File: config.mk
export PLATFORM = sky130hd
export DESIGN_NAME = axi4_stream_pkt_gen_flat
export DESIGN_NICKNAME = d
export VERILOG_FILES = /design/src/rtl/axi4_stream_pkg.sv /design/src/rtl/axi4_stream_if.sv /design/src/rtl/axi4_stream_pkt_gen.sv /design/src/flat_wrapper.sv
export SDC_FILE = /design/constraint.sdc
export NUM_CORES = 1
export LEC_CHECK = 0
export CORE_MARGIN = 1
export CORE_UTILIZATION = 43
export DETAILED_ROUTE_END_ITERATION = 10
export PLACE_DENSITY = 0.76
export SKIP_LAST_GASP = 1
export SYNTH_ARGS = -nofsm -noshare
export SYNTH_HDL_FRONTEND = slang
export SYNTH_SLANG_ARGS = --single-unit
File: constraint.sdc
create_clock -name clk_i -period 1.9 [get_ports clk_i]
set_input_delay 0.38 -clock clk_i [delete_from_list [all_inputs] [get_ports clk_i]]
set_output_delay 0.38 -clock clk_i [all_outputs]
set_load 0.005 [all_outputs]
File: src/rtl/axi4_stream_pkg.sv
// Shared types for the AXI4-Stream packet generator.
//   pkt_gen_state_e    : generator FSM state encoding
//   axi4_stream_word_t : one stream beat, sized from the AXIS_* widths below.
//                        Use it where a fixed-width beat container is handy,
//                        e.g. in an external register slice.
package axi4_stream_pkg;

  typedef enum logic {
    ST_IDLE = 1'b0,
    ST_SEND = 1'b1
  } pkt_gen_state_e;

  localparam int AXIS_TDATA_W = 32;
  localparam int AXIS_TKEEP_W = AXIS_TDATA_W / 8;
  localparam int AXIS_TID_W   = 1;
  localparam int AXIS_TDEST_W = 1;
  localparam int AXIS_TUSER_W = 1;

  typedef struct packed {
    logic [AXIS_TDATA_W-1:0] tdata;
    logic [AXIS_TKEEP_W-1:0] tkeep;
    logic [AXIS_TKEEP_W-1:0] tstrb;
    logic                    tlast;
    logic [AXIS_TID_W-1:0]   tid;
    logic [AXIS_TDEST_W-1:0] tdest;
    logic [AXIS_TUSER_W-1:0] tuser;
  } axi4_stream_word_t;

endpackage

File: src/rtl/axi4_stream_if.sv
// AXI4-Stream bundle.
//   master modport: drives tvalid/tdata/tkeep/tstrb/tlast/tid/tdest/tuser,
//                   samples tready
//   slave modport : the reverse
interface axi4_stream_if #(
  parameter int TDATA_WIDTH = 32,
  parameter int TID_WIDTH   = 1,
  parameter int TDEST_WIDTH = 1,
  parameter int TUSER_WIDTH = 1
);
  localparam int TKEEP_WIDTH = TDATA_WIDTH / 8;

  logic                   tvalid;
  logic                   tready;
  logic [TDATA_WIDTH-1:0] tdata;
  logic [TKEEP_WIDTH-1:0] tkeep;
  logic [TKEEP_WIDTH-1:0] tstrb;
  logic                   tlast;
  logic [TID_WIDTH-1:0]   tid;
  logic [TDEST_WIDTH-1:0] tdest;
  logic [TUSER_WIDTH-1:0] tuser;

  modport master (
    output tvalid, tdata, tkeep, tstrb, tlast, tid, tdest, tuser,
    input  tready
  );

  modport slave (
    input  tvalid, tdata, tkeep, tstrb, tlast, tid, tdest, tuser,
    output tready
  );
endinterface

File: src/rtl/axi4_stream_pkt_gen.sv
// AXI4-Stream packet generator: on an accepted start, emits pkt_len_i words
// of incrementing data (seed, seed+1, ...) with tuser[0] marking the first
// word and tlast marking the last one.
//   clk_i, rst_i : clock, asynchronous active-high reset
//   start_i      : start one packet (ignored while busy or when pkt_len_i==0)
//   pkt_len_i    : packet length in words
//   seed_i       : data value of word 0
//   tid_i/tdest_i: sideband for the packet, captured at start
//   busy_o       : packet in progress
//   done_o       : one-cycle pulse after the last word's handshake
//   pkt_o        : generated stream (master)
//
// state   | meaning
// ST_IDLE | waiting for a start with non-zero length
// ST_SEND | presenting words; leaves on the last word's handshake
module axi4_stream_pkt_gen
  import axi4_stream_pkg::*;
#(
  parameter int TDATA_WIDTH   = 32,
  parameter int TID_WIDTH     = 1,
  parameter int TDEST_WIDTH   = 1,
  parameter int TUSER_WIDTH   = 1,
  parameter int PKT_LEN_WIDTH = 16
) (
  input  logic                     clk_i,
  input  logic                     rst_i,
  input  logic                     start_i,
  input  logic [PKT_LEN_WIDTH-1:0] pkt_len_i,
  input  logic [TDATA_WIDTH-1:0]   seed_i,
  input  logic [TID_WIDTH-1:0]     tid_i,
  input  logic [TDEST_WIDTH-1:0]   tdest_i,
  output logic                     busy_o,
  output logic                     done_o,
  axi4_stream_if.master            pkt_o
);
  localparam int TKEEP_WIDTH = TDATA_WIDTH / 8;

  pkt_gen_state_e state_q, state_d;

  // rem_q counts words still to follow the one currently presented, so
  // lengths up to 2^PKT_LEN_WIDTH-1 fit in a PKT_LEN_WIDTH-bit counter.
  logic [PKT_LEN_WIDTH-1:0] rem_q,   rem_d;
  logic [TDATA_WIDTH-1:0]   tdata_q, tdata_d;
  logic [TKEEP_WIDTH-1:0]   tkeep_q, tkeep_d;
  logic [TID_WIDTH-1:0]     tid_q,   tid_d;
  logic [TDEST_WIDTH-1:0]   tdest_q, tdest_d;
  logic [TUSER_WIDTH-1:0]   tuser_q, tuser_d;
  logic                     tlast_q, tlast_d;
  logic                     done_q,  done_d;

  logic accept;
  logic handshake;

  assign accept    = (state_q == ST_IDLE) && start_i && (pkt_len_i != '0);
  assign handshake = (state_q == ST_SEND) && pkt_o.tready;

  // state register
  always_ff @(posedge clk_i or posedge rst_i) begin
    if (rst_i) state_q <= ST_IDLE;
    else       state_q <= state_d;
  end

  // next state
  always_comb begin
    state_d = state_q;
    case (state_q)
      ST_IDLE: if (accept)              state_d = ST_SEND;
      ST_SEND: if (handshake && tlast_q) state_d = ST_IDLE;
      default:                          state_d = ST_IDLE;
    endcase
  end

  // outputs: tvalid/busy decode the state register directly, so nothing
  // on the stream depends combinationally on tready.
  always_comb begin
    busy_o       = (state_q == ST_SEND);
    done_o       = done_q;
    pkt_o.tvalid = (state_q == ST_SEND);
    pkt_o.tdata  = tdata_q;
    pkt_o.tkeep  = tkeep_q;
    pkt_o.tstrb  = tkeep_q;
    pkt_o.tlast  = tlast_q;
    pkt_o.tid    = tid_q;
    pkt_o.tdest  = tdest_q;
    pkt_o.tuser  = tuser_q;
  end

  // datapath next values; everything holds unless a start or handshake occurs
  always_comb begin
    rem_d   = rem_q;
    tdata_d = tdata_q;
    tkeep_d = tkeep_q;
    tid_d   = tid_q;
    tdest_d = tdest_q;
    tuser_d = tuser_q;
    tlast_d = tlast_q;
    done_d  = 1'b0;
    if (accept) begin
      rem_d   = pkt_len_i - PKT_LEN_WIDTH'(1);
      tdata_d = seed_i;
      tkeep_d = '1;
      tid_d   = tid_i;
      tdest_d = tdest_i;
      tuser_d = TUSER_WIDTH'(1);
      tlast_d = (pkt_len_i == PKT_LEN_WIDTH'(1));
    end else if (handshake) begin
      tuser_d = '0;
      if (tlast_q) begin
        tlast_d = 1'b0;
        done_d  = 1'b1;
      end else begin
        rem_d   = rem_q - PKT_LEN_WIDTH'(1);
        tdata_d = tdata_q + TDATA_WIDTH'(1);
        tlast_d = (rem_q == PKT_LEN_WIDTH'(1));
      end
    end
  end

  always_ff @(posedge clk_i or posedge rst_i) begin
    if (rst_i) begin
      rem_q   <= '0;
      tdata_q <= '0;
      tkeep_q <= '0;
      tid_q   <= '0;
      tdest_q <= '0;
      tuser_q <= '0;
      tlast_q <= 1'b0;
      done_q  <= 1'b0;
    end else begin
      rem_q   <= rem_d;
      tdata_q <= tdata_d;
      tkeep_q <= tkeep_d;
      tid_q   <= tid_d;
      tdest_q <= tdest_d;
      tuser_q <= tuser_d;
      tlast_q <= tlast_d;
      done_q  <= done_d;
    end
  end

endmodule

File: src/flat_wrapper.sv
// flat-port wrapper written by rule: the top's interface ports become plain ports
module axi4_stream_pkt_gen_flat import axi4_stream_pkg::*;
#(
  parameter int TDATA_WIDTH   = 32,
  parameter int TID_WIDTH     = 1,
  parameter int TDEST_WIDTH   = 1,
  parameter int TUSER_WIDTH   = 1,
  parameter int PKT_LEN_WIDTH = 16
)
  (clk_i, rst_i, start_i, pkt_len_i, seed_i, tid_i, tdest_i, busy_o, done_o, pkt_o_tvalid, pkt_o_tdata, pkt_o_tkeep, pkt_o_tstrb, pkt_o_tlast, pkt_o_tid, pkt_o_tdest, pkt_o_tuser, pkt_o_tready);
  axi4_stream_if #(.TDATA_WIDTH(TDATA_WIDTH), .TID_WIDTH(TID_WIDTH), .TDEST_WIDTH(TDEST_WIDTH), .TUSER_WIDTH(TUSER_WIDTH)) pkt_o_i ();
  input  logic clk_i;
  input  logic rst_i;
  input  logic start_i;
  input  logic [PKT_LEN_WIDTH-1:0] pkt_len_i;
  input  logic [TDATA_WIDTH-1:0] seed_i;
  input  logic [TID_WIDTH-1:0] tid_i;
  input  logic [TDEST_WIDTH-1:0] tdest_i;
  output logic busy_o;
  output logic done_o;
  output wire logic [$bits(pkt_o_i.tvalid)-1:0] pkt_o_tvalid;
  output wire logic [$bits(pkt_o_i.tdata)-1:0] pkt_o_tdata;
  output wire logic [$bits(pkt_o_i.tkeep)-1:0] pkt_o_tkeep;
  output wire logic [$bits(pkt_o_i.tstrb)-1:0] pkt_o_tstrb;
  output wire logic [$bits(pkt_o_i.tlast)-1:0] pkt_o_tlast;
  output wire logic [$bits(pkt_o_i.tid)-1:0] pkt_o_tid;
  output wire logic [$bits(pkt_o_i.tdest)-1:0] pkt_o_tdest;
  output wire logic [$bits(pkt_o_i.tuser)-1:0] pkt_o_tuser;
  input wire logic [$bits(pkt_o_i.tready)-1:0] pkt_o_tready;
  assign pkt_o_tvalid = pkt_o_i.tvalid;
  assign pkt_o_tdata = pkt_o_i.tdata;
  assign pkt_o_tkeep = pkt_o_i.tkeep;
  assign pkt_o_tstrb = pkt_o_i.tstrb;
  assign pkt_o_tlast = pkt_o_i.tlast;
  assign pkt_o_tid = pkt_o_i.tid;
  assign pkt_o_tdest = pkt_o_i.tdest;
  assign pkt_o_tuser = pkt_o_i.tuser;
  assign pkt_o_i.tready = pkt_o_tready;
  axi4_stream_pkt_gen #(.TDATA_WIDTH(TDATA_WIDTH), .TID_WIDTH(TID_WIDTH), .TDEST_WIDTH(TDEST_WIDTH), .TUSER_WIDTH(TUSER_WIDTH), .PKT_LEN_WIDTH(PKT_LEN_WIDTH)) u_core (.clk_i(clk_i), .rst_i(rst_i), .start_i(start_i), .pkt_len_i(pkt_len_i), .seed_i(seed_i), .tid_i(tid_i), .tdest_i(tdest_i), .busy_o(busy_o), .done_o(done_o), .pkt_o(pkt_o_i));
endmodule
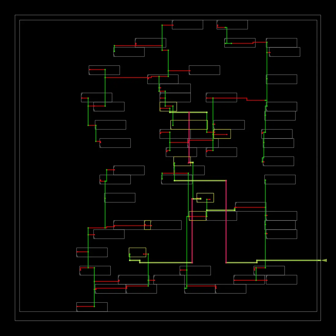
Figure 1: clock routing.
clk pwr: 0.813 mW
CTS sink count: 55

==> out/results.ini <==
[outcome]
status=completed

[final_timing]
hold_slack_ns=0.430
skew_ns=0.00542
setup_viol=0
worstMarginPinSlew_ns=0.430
period_minus_slack_ns=1.88
rsz0062_at_grt=yes
slew_violations=0
finalHoldViolCount=0
maxSlewHeadroom=0.712
setup_tns_ns=0

[synth]
area_leaders=dfrtp_1, xor2_1, nand2_1
ys.flops=55
ys_seq_frac=0.402
ys_async_sr_fraction=1.00
xor_area_frac=0.115
mux_share=0.0117
top_cell=nand2_1
synth.distinct_cells=48
ys_cells=388
flop_cell=dfrtp_1
adder_share=0.0219

[setup_path]
crit_top_cell=nand4_1
r2r_slack_ns=0.02
worstPathCellList=nand4_1 > nor4_1 > buf_4 > nand4_1 > xor2_1 > o21ai_0
timing.rr.end=u_core.pkt_o.tdata[31]
crit_fanout=11
end_kind=flip-flop
r2r-start=u_core.pkt_o.tdata[7]

[layout]
dominant-cell-class=multi-input combinational cells
nFillCells=597
largest_register_ffs=32
logic_area_um2=2020
buffers=179
clkbuf_count=6
inv_count=10
clkCellAreaFrac=0.0220

[drt]
vias_per_cell=5.44
vias=3561
dr_wl_met2_um=4970

[clocking]
clk_latency_ns=0.31
cts_tree=done
htree_num_levels=2
numCtsBuffers=5
cts_resized=12
clock_path_buffers=2

[global_route]
grt_pass1_vias=3345
grt_start_max_net_pins=56
gr-usage-met2=0.393
grt_pass1_wl_um=15300

[power]
internal_power_mw=3.86
leakagePower_nw=2.29
p_seq_frac=0.374
peakVddDrop_v=0.000396
total_power_mw=6.13

[place]
dpl_cell_area_um2=5020
hpwl_um=6930
dp.cells=639

[floorplan]
tap_cells=102

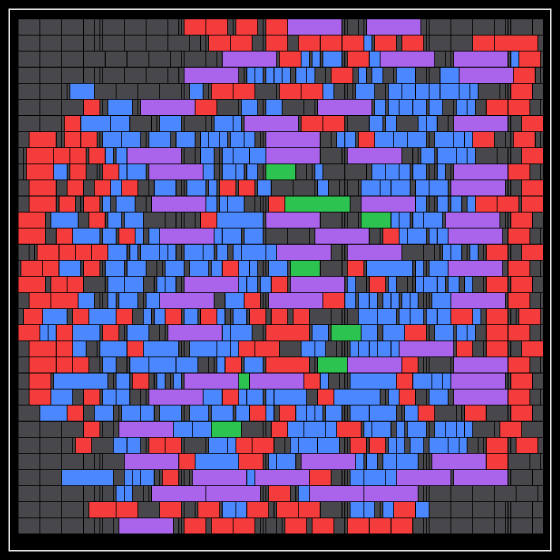
Figure 2: placed cells, one colour a class.
Fill, decap, tap and diode cells in grey.
[purple] sequential cells | cells: 55
[blue] remaining logic cells | cells: 310
[red] remaining buffers and delay cells | cells: 179
[green] clock drivers and dummy loads | cells: 8
Core Footprint: 7730 um2
Core Util, Final: 0.693

==> critical path, delay by kind of cell (launching register included) <==
kind	cells	cell delay, ns
XOR/XNOR	1	0.17
AND/OR/NAND/NOR	3	0.73
AND-OR/OR-AND	1	0.15
flip-flops	1	0.48
buffers and inverters	1	0.26
==> layout by cell type (no fill, tap or decap), drive strengths merged, types with 5 or more instances in the layout <==
| cell | count |
|---|---|
| nand3 | 15 |
| nand4 | 17 |
| nor4 | 18 |
| o21ai | 37 |
| nor2 | 26 |
| a21oi | 5 |
| dfrtp | 55 |
| clkbuf | 6 |
| or4 | 7 |
| a221o | 5 |
| xor2 | 29 |
| clkdlybuf4s50 | 86 |
| ha | 6 |
| dlymetal6s2s | 12 |
| buf | 79 |
| a31oi | 5 |
| nand2 | 56 |
| xnor2 | 16 |
| nor3 | 10 |
| inv | 10 |
Power and IR drop assume default switching activity.
